## config.mk

```make
export PLATFORM = sky130hd
export DESIGN_NAME = sram_client_arbiter
export DESIGN_NICKNAME = d
export VERILOG_FILES = /design/src/rtl/sram_client_arbiter.sv
export SDC_FILE = /design/constraint.sdc
export NUM_CORES = 1
export LEC_CHECK = 0
export CORE_ASPECT_RATIO = 0.7
export CORE_MARGIN = 5
export CORE_UTILIZATION = 41
export CTS_CLUSTER_DIAMETER = 120
export DETAILED_ROUTE_END_ITERATION = 12
export PLACE_DENSITY = 0.87
export SLEW_MARGIN = 10
export SYNTH_ARGS = -nofsm -noshare
export SYNTH_HDL_FRONTEND = slang
export SYNTH_SLANG_ARGS = --single-unit
```

## constraint.sdc

```tcl
create_clock -name clk -period 4.46 [get_ports clk]
set_input_delay 0.892 -clock clk [delete_from_list [all_inputs] [get_ports clk]]
set_output_delay 0.892 -clock clk [all_outputs]
set_load 0.02 [all_outputs]
```

## src/rtl/sram_client_arbiter.sv

```systemverilog
// Shares one Wishbone master port to SRAM between CPU, VGA and UART clients.
// VGA owns the bus while the display is (about to be) active; CPU/UART round-robin otherwise.
module sram_client_arbiter #(
  parameter int unsigned MAX_WAIT = 16
) (
  input  logic        clk,
  input  logic        nrst,
  input  logic [1:0]  vga_state,
  input  logic        cpu_req,
  input  logic        cpu_we,
  input  logic [31:0] cpu_addr,
  input  logic [31:0] cpu_wdata,
  input  logic [3:0]  cpu_sel,
  input  logic        vga_req,
  input  logic [31:0] vga_addr,
  input  logic [3:0]  vga_sel,
  input  logic        uart_req,
  input  logic        uart_we,
  input  logic [31:0] uart_addr,
  input  logic [31:0] uart_wdata,
  input  logic [3:0]  uart_sel,
  output logic [31:0] client_rdata,
  output logic        cpu_ack,
  output logic        vga_ack,
  output logic        uart_ack,
  output logic        cpu_busy,
  output logic        vga_busy,
  output logic        uart_busy,
  output logic [1:0]  current_client,
  output logic        timeout_err,
  output logic        wb_cyc,
  output logic        wb_stb,
  output logic        wb_we,
  output logic [31:0] wb_adr,
  output logic [31:0] wb_dat_o,
  output logic [3:0]  wb_sel,
  input  logic [31:0] wb_dat_i,
  input  logic        wb_ack
);

  localparam int CW = (MAX_WAIT > 2) ? $clog2(MAX_WAIT) : 1;

  localparam logic [1:0] ID_CPU  = 2'd0;
  localparam logic [1:0] ID_VGA  = 2'd1;
  localparam logic [1:0] ID_UART = 2'd2;
  localparam logic [1:0] ID_NONE = 2'd3;

  typedef enum logic {
    ST_IDLE = 1'b0,
    ST_BUS  = 1'b1
  } state_t;

  state_t        state_q, state_d;
  logic          rr_q, rr_d;            // 0: CPU wins the next CPU/UART tie
  logic [CW-1:0] cnt_q, cnt_d;
  logic          wb_cyc_q, wb_cyc_d;
  logic          wb_stb_q, wb_stb_d;
  logic          wb_we_q, wb_we_d;
  logic [31:0]   wb_adr_q, wb_adr_d;
  logic [31:0]   wb_dat_o_q, wb_dat_o_d;
  logic [3:0]    wb_sel_q, wb_sel_d;
  logic [1:0]    cur_q, cur_d;
  logic [31:0]   rdata_q, rdata_d;
  logic [2:0]    ack_q, ack_d;          // {uart, vga, cpu}
  logic          tmo_q, tmo_d;

  logic vga_excl_s;
  logic cpu_elig_s;
  logic vga_elig_s;
  logic uart_elig_s;

  function automatic logic [2:0] owner_ack(input logic [1:0] id);
    case (id)
      ID_CPU:  owner_ack = 3'b001;
      ID_VGA:  owner_ack = 3'b010;
      ID_UART: owner_ack = 3'b100;
      default: owner_ack = 3'b000;
    endcase
  endfunction

  // A client whose ack is high this cycle is finishing, not asking again.
  assign vga_excl_s  = (vga_state == 2'd1) || (vga_state == 2'd2);
  assign vga_elig_s  = vga_req & ~ack_q[1];
  assign cpu_elig_s  = cpu_req & ~ack_q[0] & ~vga_excl_s;
  assign uart_elig_s = uart_req & ~ack_q[2] & ~vga_excl_s;

  // Next-state, arbitration and registered-output computation.
  always_comb begin
    state_d    = state_q;
    rr_d       = rr_q;
    cnt_d      = cnt_q;
    wb_cyc_d   = wb_cyc_q;
    wb_stb_d   = wb_stb_q;
    wb_we_d    = wb_we_q;
    wb_adr_d   = wb_adr_q;
    wb_dat_o_d = wb_dat_o_q;
    wb_sel_d   = wb_sel_q;
    cur_d      = cur_q;
    rdata_d    = 32'h0000_0000;
    ack_d      = 3'b000;
    tmo_d      = 1'b0;
    case (state_q)
      ST_IDLE: begin
        cnt_d = '0;
        if (vga_elig_s) begin
          wb_we_d    = 1'b0;
          wb_adr_d   = vga_addr;
          wb_dat_o_d = 32'h0000_0000;
          wb_sel_d   = vga_sel;
          cur_d      = ID_VGA;
          wb_cyc_d   = 1'b1;
          wb_stb_d   = 1'b1;
          state_d    = ST_BUS;
        end else if (cpu_elig_s && (!rr_q || !uart_elig_s)) begin
          wb_we_d    = cpu_we;
          wb_adr_d   = cpu_addr;
          wb_dat_o_d = cpu_wdata;
          wb_sel_d   = cpu_sel;
          cur_d      = ID_CPU;
          wb_cyc_d   = 1'b1;
          wb_stb_d   = 1'b1;
          rr_d       = 1'b1;
          state_d    = ST_BUS;
        end else if (uart_elig_s) begin
          wb_we_d    = uart_we;
          wb_adr_d   = uart_addr;
          wb_dat_o_d = uart_wdata;
          wb_sel_d   = uart_sel;
          cur_d      = ID_UART;
          wb_cyc_d   = 1'b1;
          wb_stb_d   = 1'b1;
          rr_d       = 1'b0;
          state_d    = ST_BUS;
        end else begin
          state_d = ST_IDLE;
        end
      end
      ST_BUS: begin
        // A late ack on the final wait cycle still completes normally.
        if (wb_ack) begin
          wb_cyc_d = 1'b0;
          wb_stb_d = 1'b0;
          rdata_d  = wb_we_q ? 32'h0000_0000 : wb_dat_i;
          ack_d    = owner_ack(cur_q);
          cur_d    = ID_NONE;
          cnt_d    = '0;
          state_d  = ST_IDLE;
        end else if (cnt_q == CW'(MAX_WAIT - 1)) begin
          wb_cyc_d = 1'b0;
          wb_stb_d = 1'b0;
          tmo_d    = 1'b1;
          ack_d    = owner_ack(cur_q);
          cur_d    = ID_NONE;
          cnt_d    = '0;
          state_d  = ST_IDLE;
        end else begin
          cnt_d = cnt_q + CW'(1);
        end
      end
      default: begin
        wb_cyc_d = 1'b0;
        wb_stb_d = 1'b0;
        cur_d    = ID_NONE;
        cnt_d    = '0;
        state_d  = ST_IDLE;
      end
    endcase
  end

  // State and output registers.
  always_ff @(posedge clk or negedge nrst) begin
    if (!nrst) begin
      state_q    <= ST_IDLE;
      rr_q       <= 1'b0;
      cnt_q      <= '0;
      wb_cyc_q   <= 1'b0;
      wb_stb_q   <= 1'b0;
      wb_we_q    <= 1'b0;
      wb_adr_q   <= 32'h0000_0000;
      wb_dat_o_q <= 32'h0000_0000;
      wb_sel_q   <= 4'h0;
      cur_q      <= ID_NONE;
      rdata_q    <= 32'h0000_0000;
      ack_q      <= 3'b000;
      tmo_q      <= 1'b0;
    end else begin
      state_q    <= state_d;
      rr_q       <= rr_d;
      cnt_q      <= cnt_d;
      wb_cyc_q   <= wb_cyc_d;
      wb_stb_q   <= wb_stb_d;
      wb_we_q    <= wb_we_d;
      wb_adr_q   <= wb_adr_d;
      wb_dat_o_q <= wb_dat_o_d;
      wb_sel_q   <= wb_sel_d;
      cur_q      <= cur_d;
      rdata_q    <= rdata_d;
      ack_q      <= ack_d;
      tmo_q      <= tmo_d;
    end
  end

  assign wb_cyc         = wb_cyc_q;
  assign wb_stb         = wb_stb_q;
  assign wb_we          = wb_we_q;
  assign wb_adr         = wb_adr_q;
  assign wb_dat_o       = wb_dat_o_q;
  assign wb_sel         = wb_sel_q;
  assign current_client = cur_q;
  assign client_rdata   = rdata_q;
  assign cpu_ack        = ack_q[0];
  assign vga_ack        = ack_q[1];
  assign uart_ack       = ack_q[2];
  assign timeout_err    = tmo_q;

  assign cpu_busy  = (cpu_req  & ~ack_q[0]) | (cur_q == ID_CPU);
  assign vga_busy  = (vga_req  & ~ack_q[1]) | (cur_q == ID_VGA);
  assign uart_busy = (uart_req & ~ack_q[2]) | (cur_q == ID_UART);

endmodule

```

==> run notes <==
The slew check shows that the tightest pin keeps a relative margin of 23.9%. The largest area contributor in the netlist was dfrtp_1. For the number of DRC violations after detailed routing, the log shows 0. Among the non-sequential cells, AND-OR/OR-AND gates take the most area. The layout cell share with drive strength beyond 1 is 10.5%. The worst hold path startpoint is wb_dat_o[9]$_DFFE_PN0P_. Dividing total power by cell area gives a power density of 551 mW/mm^2. The arithmetic-cell share of the synthesized area counting full adders, half adders and majority gates works out to 0.233%. The top cell types in the final layout, fill and taps aside, are clkdlybuf4s50_1, dfrtp_1, mux2i_1. The path with the worst hold slack has its endpoint at wb_dat_o[9]$_DFFE_PN0P_. For reference, the clock transition at the flip-flops on the worst setup and hold paths is 0.06 ns. Each instance of the synthesized netlist takes up on average 12.4 um^2.

TritonCTS built the clock tree. For this run, the chip area from Yosys synthesis comes to 0.00538 mm^2. Static power due to leakage: 4.18 nW. On the worst path, the slowest cell contributes a delay of 0.64 ns.

With the worst reg-to-reg setup slack at 2.30 ns, the number of warnings the tools reported is 26. As logged by OpenROAD, the buffers inserted on ports number 325. According to the finish report, the design has a final net count of 967. The timing report lists the critical path depth as 4 cells. The slack of the critical path was 1.21 ns.

The timing report shows that the slowest cell on the worst path is clkdlybuf4s50_1. The run finished with clean final reports. The cell count of the worst hold path was 1; the post-route met1 wirelength was 6330 um. The run gives 0.00538 mm^2 for the area of the mapped netlist. The biggest slice of the total power is consumed by combinational logic.

The fraction of post-synthesis cell area in the top cell type by area was 52.1%. Summed over all layers, the global routing overflow is 0. The logs give 5,104 for the number of global-route vias before repair and 0 for the initial antenna violation count.

The tightest min-delay check is of the flop to flop type. The number of storage elements in the synthesis netlist came out at 114. The die covers 0.0155 mm^2. Cell chosen for the clock root: clkbuf_16. Per the timing report, the most critical flop-to-flop path originates at ack_q[1]$_DFF_PN0_. The critical path maximum fanout is 3. In this run, the synthesized area fraction spent on AND-OR/OR-AND gates is recorded as 17.2%. In this run the worst setup path begins at cpu_req.
[cells by family after synthesis]
family | count (synthesis)
adders and majority gates | 1
AOI/OAI and AO/OA | 83
and+or+nand+nor | 93
xor gates and xnor gates | 2
muxes | 69
DFF | 114
buffers and inverters | 72
[layout make-up]
cell class,count,area (um^2)
fill,886,3810
tap,166,208
clock inverter,14,134
sequential,114,2860
multi-input combinational,248,2120
clock buffer,17,425
timing repair buffer,331,3300
inverter,40,150
[flip-flops by register name, summed over array words and instances, names as in the netlist, 2 cells and up]
| name | count |
|---|---|
| client_rdata | 32 |
| wb_adr | 32 |
| wb_dat_o | 32 |
| cnt_q | 4 |
| wb_sel | 4 |
| ack_q | 3 |
| current_client | 2 |
Fig. 1: cell outlines without signal wires
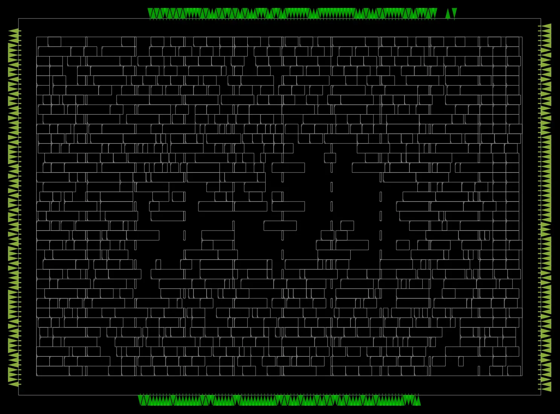
Cell Rows: 35
flop share of the area: 31.1%
fraction of the core area covered by cells at the end of the flow: 70.7%
seq_cells: 114
final-layout fill cell count: 886

Fig. 2: metal layers overlaid
Scale: 2 px per um. Two of the layers only.
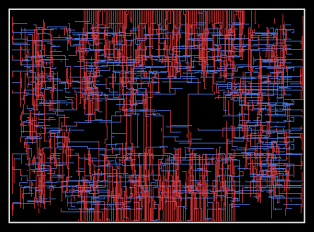
- blue: met1 (wire length 6,330 um)
- red: met2 (wire length 9,130 um)

Fig. 3: cells colored by class
Scale: 2 px per um.
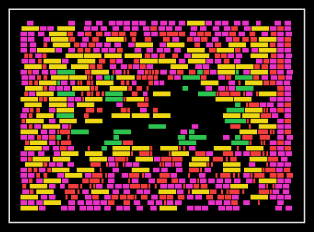
- magenta: other buffers and delay cells (cells 331; share of their area 37%)
- yellow: flip-flops (cells 114; share of their area 32%)
- green: clock drivers and dummy loads (cells 31; share of their area 6.2%)
- red: all other logic (cells 288; share of their area 25%)
final cell area excluding filler cells: 0.00919 mm^2
core region area: 0.0130 mm^2

Fig. 4: signal wires on met3
Scale: 2 px per um.
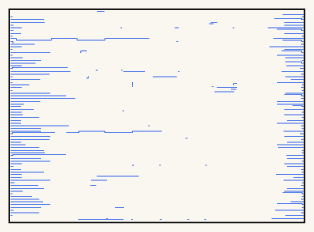
- share of all routed wire: 9.2%
- wire length on this layer: 1,610 um
- longest straight run: 32.0 um
met3 usage: 9.54%
total vias in the final route: 4,634
post-detailed-routing wire length: 17,500 um

Fig. 5: register map, names as in the netlist
Scale: 4 px per um. Other sequential cells in the stronger gray, the rest of the logic in the fainter gray.
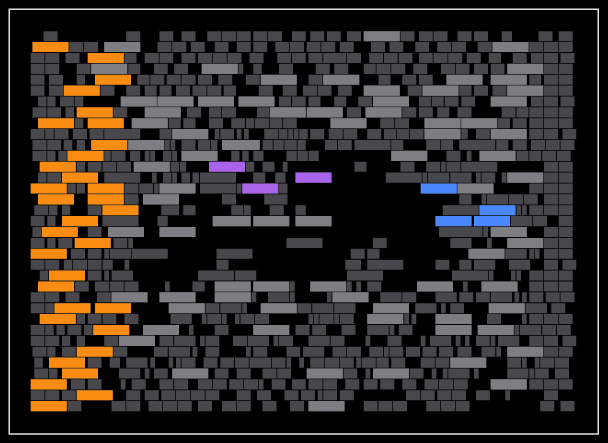
- orange: `client_rdata` (flops 32; where a column on the left)
- blue: `wb_sel` (flops 4; where right middle)
- purple: `ack_q` (flops 3)
- not colored: 75
Power Sequential: 1.57 mW
register cell area after layout: 0.00286 mm^2

Power is estimated from default activity; no workload was simulated.
